Ports around the boundary:
Pins as bars across the die edge, other pins in gray.
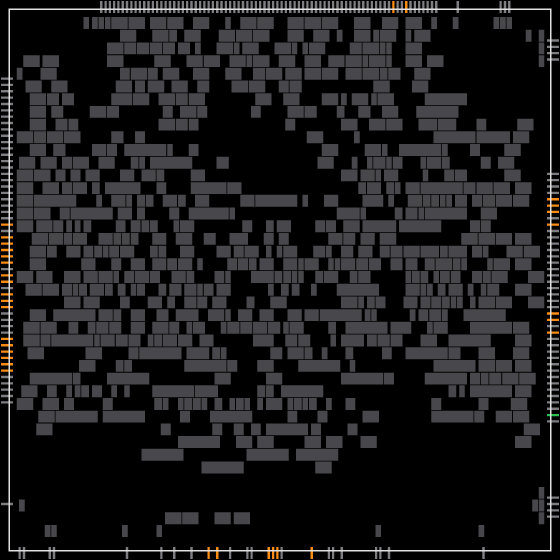
Selected gate families:
The bar under the picture is 20 um long.
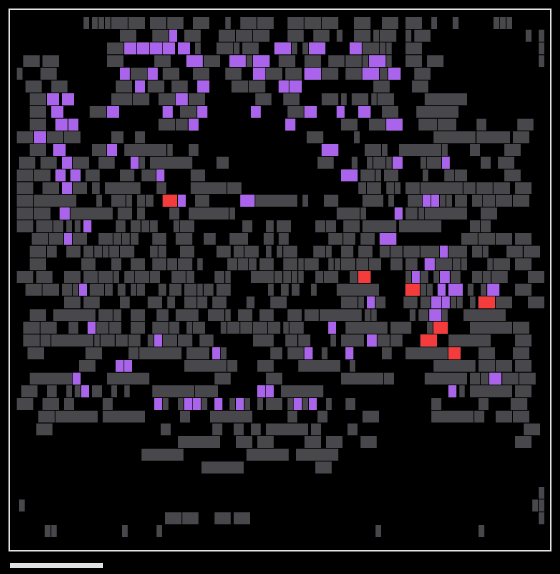
Register map, names as in the netlist:
The bar under the picture is 20 um long. Other sequential cells in the stronger gray, the rest of the logic in the fainter gray.
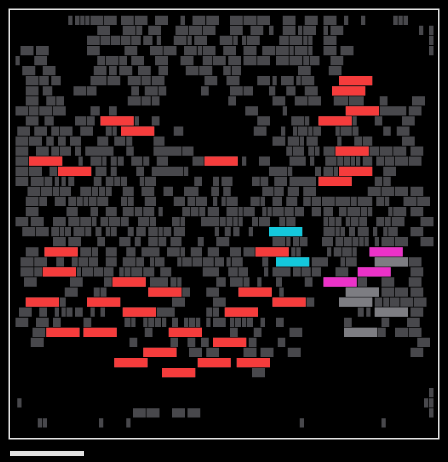
### src/rtl/irq_pkg.sv
// Shared types and constants for the machine-mode interrupt/trap sequencer.
package irq_pkg;

  typedef enum logic [2:0] {
    RUN,
    DRAIN,
    TRAP,
    SLEEP,
    RET
  } irq_state_e;

  localparam logic [31:0] CAUSE_MEI = 32'h8000000B;
  localparam logic [31:0] CAUSE_MTI = 32'h80000007;

  // External interrupt has priority over timer when both are pending.
  function automatic logic [31:0] irq_cause(input logic ext_pending);
    return ext_pending ? CAUSE_MEI : CAUSE_MTI;
  endfunction

endpackage

### src/rtl/irq_sync.sv
// Two-flop synchronizer for one interrupt level input.
// With Bypass set the raw input is forwarded and the flops are left dangling for synthesis to prune.
module irq_sync #(
  parameter bit Bypass = 1'b0
) (
  input  logic clk_i,
  input  logic rst_i,
  input  logic d_i,
  output logic q_o
);

  logic [1:0] sync_q;

  // Shift the level through two flops to resolve metastability.
  always_ff @(posedge clk_i or posedge rst_i) begin
    if (rst_i) begin
      sync_q <= 2'b00;
    end else begin
      sync_q <= {sync_q[0], d_i};
    end
  end

  assign q_o = Bypass ? d_i : sync_q[1];

endmodule

### src/rtl/irq_trap_sequencer.sv
// Machine-mode interrupt entry, WFI sleep and MRET return sequencer for the 5-stage core.
// Optional feature: define IRQ_SYNC_EN to pass ext_irq/timer_irq through 2-flop synchronizers.
module irq_trap_sequencer
  import irq_pkg::*;
#(
  parameter int unsigned DRAIN_CYCLES = 3,
  parameter int unsigned CNT_W        = 2
) (
  input  logic        clk,
  input  logic        rst,
  input  logic        ext_irq,
  input  logic        timer_irq,
  input  logic        mstatus_mie,
  input  logic        mie_meie,
  input  logic        mie_mtie,
  input  logic [31:0] mtvec,
  input  logic [31:0] mepc,
  input  logic [31:0] pc_ID,
  input  logic        isWFI_ID,
  input  logic        isMRET_ID,
  input  logic        DM_stall,
  output logic        interrupt_stall,
  output logic        flush,
  output logic        pc_redirect,
  output logic [31:0] pc_target,
  output logic        mepc_we,
  output logic [31:0] mepc_wdata,
  output logic [31:0] mcause_wdata,
  output logic        mip_meip,
  output logic        mip_mtip,
  output logic        trap_taken
);

`ifdef IRQ_SYNC_EN
  localparam bit SyncBypass = 1'b0;
`else
  localparam bit SyncBypass = 1'b1;
`endif

  localparam logic [CNT_W-1:0] DrainLoad = CNT_W'(DRAIN_CYCLES);

  logic ext_s, tim_s;

  irq_sync #(.Bypass(SyncBypass)) u_sync_ext (
    .clk_i (clk),
    .rst_i (rst),
    .d_i   (ext_irq),
    .q_o   (ext_s)
  );

  irq_sync #(.Bypass(SyncBypass)) u_sync_tim (
    .clk_i (clk),
    .rst_i (rst),
    .d_i   (timer_irq),
    .q_o   (tim_s)
  );

  logic ext_pend, pending, take;
  assign ext_pend = ext_s & mie_meie;
  assign pending  = ext_pend | (tim_s & mie_mtie);
  assign take     = pending & mstatus_mie;

  irq_state_e       state_q;
  logic [CNT_W-1:0] cnt_q, cnt_dec;
  logic [31:0]      epc_q, cause_q, pc_next_id;
  logic             meip_q, mtip_q;

  // The decrement and the exit test share one cycle, so DRAIN lasts exactly DRAIN_CYCLES cycles.
  assign cnt_dec    = (cnt_q != '0) ? cnt_q - CNT_W'(1) : '0;
  assign pc_next_id = pc_ID + 32'd4;

  // Sequencer state, drain counter, captured trap context and mip pending bits.
  always_ff @(posedge clk or posedge rst) begin
    if (rst) begin
      state_q <= RUN;
      cnt_q   <= '0;
      epc_q   <= '0;
      cause_q <= '0;
      meip_q  <= 1'b0;
      mtip_q  <= 1'b0;
    end else begin
      meip_q <= ext_s;
      mtip_q <= tim_s;
      case (state_q)
        RUN: begin
          if (take && !DM_stall) begin
            epc_q   <= pc_ID;
            cause_q <= irq_cause(ext_pend);
            cnt_q   <= DrainLoad;
            state_q <= DRAIN;
          end else if (isMRET_ID) begin
            state_q <= RET;
          end else if (isWFI_ID && !pending) begin
            state_q <= SLEEP;
          end
        end
        DRAIN: begin
          cnt_q <= cnt_dec;
          if (cnt_dec == '0 && !DM_stall) begin
            state_q <= TRAP;
          end
        end
        TRAP: state_q <= RUN;
        SLEEP: begin
          if (pending) begin
            if (mstatus_mie) begin
              epc_q   <= pc_next_id;
              cause_q <= irq_cause(ext_pend);
              cnt_q   <= DrainLoad;
              state_q <= DRAIN;
            end else begin
              state_q <= RUN;
            end
          end
        end
        RET: begin
          if (!DM_stall) begin
            state_q <= RUN;
          end
        end
        default: state_q <= RUN;
      endcase
    end
  end

  // Control strobes decoded from state; reset forces them low immediately.
  always_comb begin
    interrupt_stall = 1'b0;
    flush           = 1'b0;
    pc_redirect     = 1'b0;
    pc_target       = '0;
    mepc_we         = 1'b0;
    mepc_wdata      = '0;
    mcause_wdata    = '0;
    trap_taken      = 1'b0;
    if (!rst) begin
      case (state_q)
        RUN: begin
          flush = (take & ~DM_stall) | isMRET_ID | (isWFI_ID & ~pending);
        end
        DRAIN: interrupt_stall = 1'b1;
        TRAP: begin
          interrupt_stall = 1'b1;
          flush           = 1'b1;
          pc_redirect     = 1'b1;
          pc_target       = {mtvec[31:2], 2'b00};
          mepc_we         = 1'b1;
          mepc_wdata      = epc_q;
          mcause_wdata    = cause_q;
          trap_taken      = 1'b1;
        end
        SLEEP: begin
          interrupt_stall = 1'b1;
          if (pending && !mstatus_mie) begin
            pc_redirect = 1'b1;
            pc_target   = pc_next_id;
          end
        end
        RET: begin
          interrupt_stall = DM_stall;
          if (!DM_stall) begin
            pc_redirect = 1'b1;
            pc_target   = mepc;
            flush       = 1'b1;
          end
        end
        default: ;
      endcase
    end
  end

  assign mip_meip = meip_q;
  assign mip_mtip = mtip_q;

endmodule

### config.mk
export PLATFORM = sky130hd
export DESIGN_NAME = irq_trap_sequencer
export DESIGN_NICKNAME = d
export VERILOG_FILES = /design/src/rtl/irq_pkg.sv /design/src/rtl/irq_sync.sv /design/src/rtl/irq_trap_sequencer.sv
export SDC_FILE = /design/constraint.sdc
export NUM_CORES = 1
export LEC_CHECK = 0
export ABC_AREA = 0
export CAP_MARGIN = 20
export CORE_UTILIZATION = 30
export CTS_BUF_LIST = sky130_fd_sc_hd__clkbuf_2 sky130_fd_sc_hd__clkbuf_4 sky130_fd_sc_hd__clkbuf_8
export CTS_CLUSTER_DIAMETER = 150
export DETAILED_ROUTE_END_ITERATION = 6
export GPL_ROUTABILITY_DRIVEN = 0
export PLACE_DENSITY = 0.68
export SYNTH_ARGS = -nofsm -noshare
export SYNTH_HDL_FRONTEND = slang
export SYNTH_SLANG_ARGS = --single-unit
export TNS_END_PERCENT = 50
### constraint.sdc
create_clock -name clk -period 3.5 [get_ports clk]
set_input_delay 0.35 -clock clk [delete_from_list [all_inputs] [get_ports clk]]
set_output_delay 0.35 -clock clk [all_outputs]
set_load 0.02 [all_outputs]
==> flow_summary_export.csv <==
group,metric,value,unit
status,status,"complete, no violations",
finish,layout.nets,774,
cts,holdBufCountCts,0,
detailed_routing,first_pass_iters,7,
yosys,edf_count,0,
cts,postCtsSetupRepairBufs,0,
power,power.internal,1540,uW
finish,n_antenna_cell,0,
timing,worst_pin_slew,0.746,ns
timing,final-setup-viol-count,0,
detailed_routing,wl_per_cell,16.5,um
finish,fin_cells,840,
finish,fin_area,5940,um^2
finish,area_share_clock_buf_inv,1.67,%
worst_setup_path,r2r_setup_slack,1.09,ns
cts,clk_path_buf_depth,2,
yosys,syn-cell-area,3880,um^2
power,netSwitchingPower,1110,uW
yosys,ys_cells,497,
timing,hold_violations,0,
cts,cts_tree,"built",
die,row_count,41,
power,swShare,41.8,%
worst_setup_path,r2r-end,"epc_q[25]$_DFFE_PP0P_",
power,finalPower,2640,uW
timing,relSlewSlack,50.0,%
power,p_clk,360,uW
placed_design,dp_slack,0.149,ns
power,peakVddDrop,0.000230,V
detailed_routing,vias,4403,
die,chipArea,13400,um^2
die,num_tap_cells,172,
die,core,12600,um^2
detailed_routing,drt_wl_total,13.9,mm
timing,final.setup.tns,0,ns
finish,layout.nonclk_buf_share,34.9,%
finish,sh_seq_area,17.7,%
yosys,ys_seq_share,27.1,%
yosys,top_cell_area_share,27.1,%
flow_run,tool_warnings,28,
grt,grt_pass1_wl,21.1,mm
yosys,top_area_cell,"dfrtp_1",
grt,grt_use_met1,25.8,%
yosys,synth_cell_type_count,51,
timing,setup_ws,0.152,ns
power,seqPwrFrac,32.9,%
finish,num-nonclk-buffers,213,
detailed_routing,drt_iter0_markers,368,
power,powerDensity,445,nW/um^2
grt,grt_pass1_vias,4093,
placed_design,dp.cells,832,
finish,final_common_cell,"clkdlybuf4s50_1",
timing,drv_slew,0,
grt,grt_max_degree,66,
worst_setup_path,reg2reg_depth,5,
finish,comb_area_share,41.7,%
detailed_routing,ant_nets,0,
grt,grt_overflow,0,
grt,use_met2,35.6,%
cts,cts_resized,0,
yosys,ys_top_cells_by_area,"dfrtp_1 27%, xnor2_1 8.4%, nor2_1 6.8%, and3_1 6.1%, buf_4 6.0%",
worst_setup_path,critPathKind,"in -> out",
worst_setup_path,required,3.15,ns
grt,track_usage,20.3,%
grt,met3_usage,3.24,%
cts,clk_pin_slew,0.09,ns
die,floorplanUtilization,30.7,%
yosys,flop_cell,"dfrtp_1",
timing,fin_worst_skew,0.00584,ns
finish,combGateArea,2470,um^2
finish,final.clkbuf_count,6,
detailed_routing,drc,0,
finish,area_growth,53.1,%
worst_setup_path,path_max_fanout,9,
yosys,avgSynthCellArea,7.80,um^2
timing,rsz0062_at_grt,"false",
finish,dominant_cells,"multi-input combinational cells",
finish,fillCellCount,1240,
finish,flops,42,
timing,fmax,0.299,GHz
worst_setup_path,cp_data_arrival_time,3.00,ns
placed_design,dpl_cell_area,5830,um^2
power,comb-power,1410,uW
finish,comb.multi_input.count,399,
cts,clk_latency,0.31,ns
worst_setup_path,start_kind,"primary input",
yosys,synthArstFlopShare,100,%
flow_run,max-cap-violations,0,
power,p_comb_share,53.5,%
worst_setup_path,r2r-start,"state_q[1]$_DFFE_PP0P_",
detailed_routing,post_drt_via_cell_ratio,5.24,
power,leakage,0.00227,uW
grt,antenna_found_initial,0,
timing,fin_crit_sh,95.7,%
timing,fin_hold_ws,0.350,ns
timing,min_period,3.35,ns
grt,busiest_layer,"met2",
finish,drive_above_1_share,8.98,%
yosys,ys_ff,42,
finish,lay_top_cells,"178 x clkdlybuf4s50_1, 70 x nor2_1, 42 x dfrtp_1",
cts,cts.sinks,42,
Back to the opening pictures, 'ports around the boundary':
[`pc_ID`] orange | pins: 32 | direction: input | edge: 17 west, 7 east, 6 south, 2 north
[`mie_meie`] green | pins: 1 | direction: input | edge: east
all pins by edge: 83 north, 53 west, 48 east, 25 south
I/O Buffers: 179
Die W: 116 um

Back to the opening pictures, 'selected gate families':
[AND-OR and OR-AND gates] red | cells: 7 | most used: a22o_1 | where: east
[inverting AOI/OAI gates] purple | cells: 95 | most used: a21oi_1 | where: widely spread

Back to the opening pictures, 'register map, names as in the netlist':
[`state_q`] magenta | sequential cells: 3
[`epc_q`] red | sequential cells: 32
[`cnt_q`] cyan | sequential cells: 2
not colored: 5
storage element area: 1050 um^2
Final Util: 47.0%
sequential power: 869 uW

worst max-delay path by stage:
stage / start / to / slack (ns) / cells past startpoint
2_1_floorplan: rst / trap_taken / 0.55 / 5
5_1_grt: pc_ID[2] / pc_target[20] / 0.01 / 10
3_3_place_gp: pc_ID[2] / pc_target[31] / 0.14 / 7
3_5_place_dp: pc_ID[2] / pc_target[28] / 0.15 / 9
6_report: pc_ID[5] / pc_target[31] / 0.15 / 7
4_1_cts: pc_ID[2] / pc_target[28] / 0.13 / 9
cell families after synthesis:
kind of cell	synth area share, %
AOI/OAI and AO/OA	17.8
xor gates and xnor gates	12.7
adders and majority gates	0.323
buffers and inverters	12.0
DFF	27.1
muxes	1.16
other	0.0967
and+or+nand+nor	28.9
critical path, stage by stage:
cell and delay (ns):
clkdlybuf4s50_1 0.49, nand4_1 0.21, or4_4 0.71, nor4_4 0.29, xnor2_1 0.10, o22ai_1 0.18, clkdlybuf4s50_1 0.65
cell usage after synthesis, types with 2 or more instances:
cell type / number
a211oi_1: 2
a21oi_1: 32
a222oi_1: 12
a22o_1: 2
a22oi_1: 21
a31oi_1: 4
and2_1: 3
and3_1: 38
and4_1: 5
buf_2: 11
buf_4: 31
buf_6: 3
clkbuf_1: 28
clkbuf_2: 3
dfrtp_1: 42
inv_1: 6
mux2_2: 4
nand2_1: 20
nand2b_1: 4
nand3_1: 16
nand4_1: 11
nor2_1: 70
nor3_1: 21
nor4_1: 6
nor4_4: 2
o21ai_0: 5
o22ai_1: 17
xnor2_1: 37
xor2_1: 19
registers in the layout (all words and copies together) (netlist names):
register  cells
cause_q       3
mip_mtip      1
epc_q        32
state_q       3
mip_meip      1
cnt_q         2
metal layers:
metal	vias to the layer above	wire [um]
met1	2112	5730
met4	0	127
met5	-	0
met2	202	7060
li1	2077	-
met3	12	965
Power figures rest on the tool's default switching activity, not on a simulated workload.
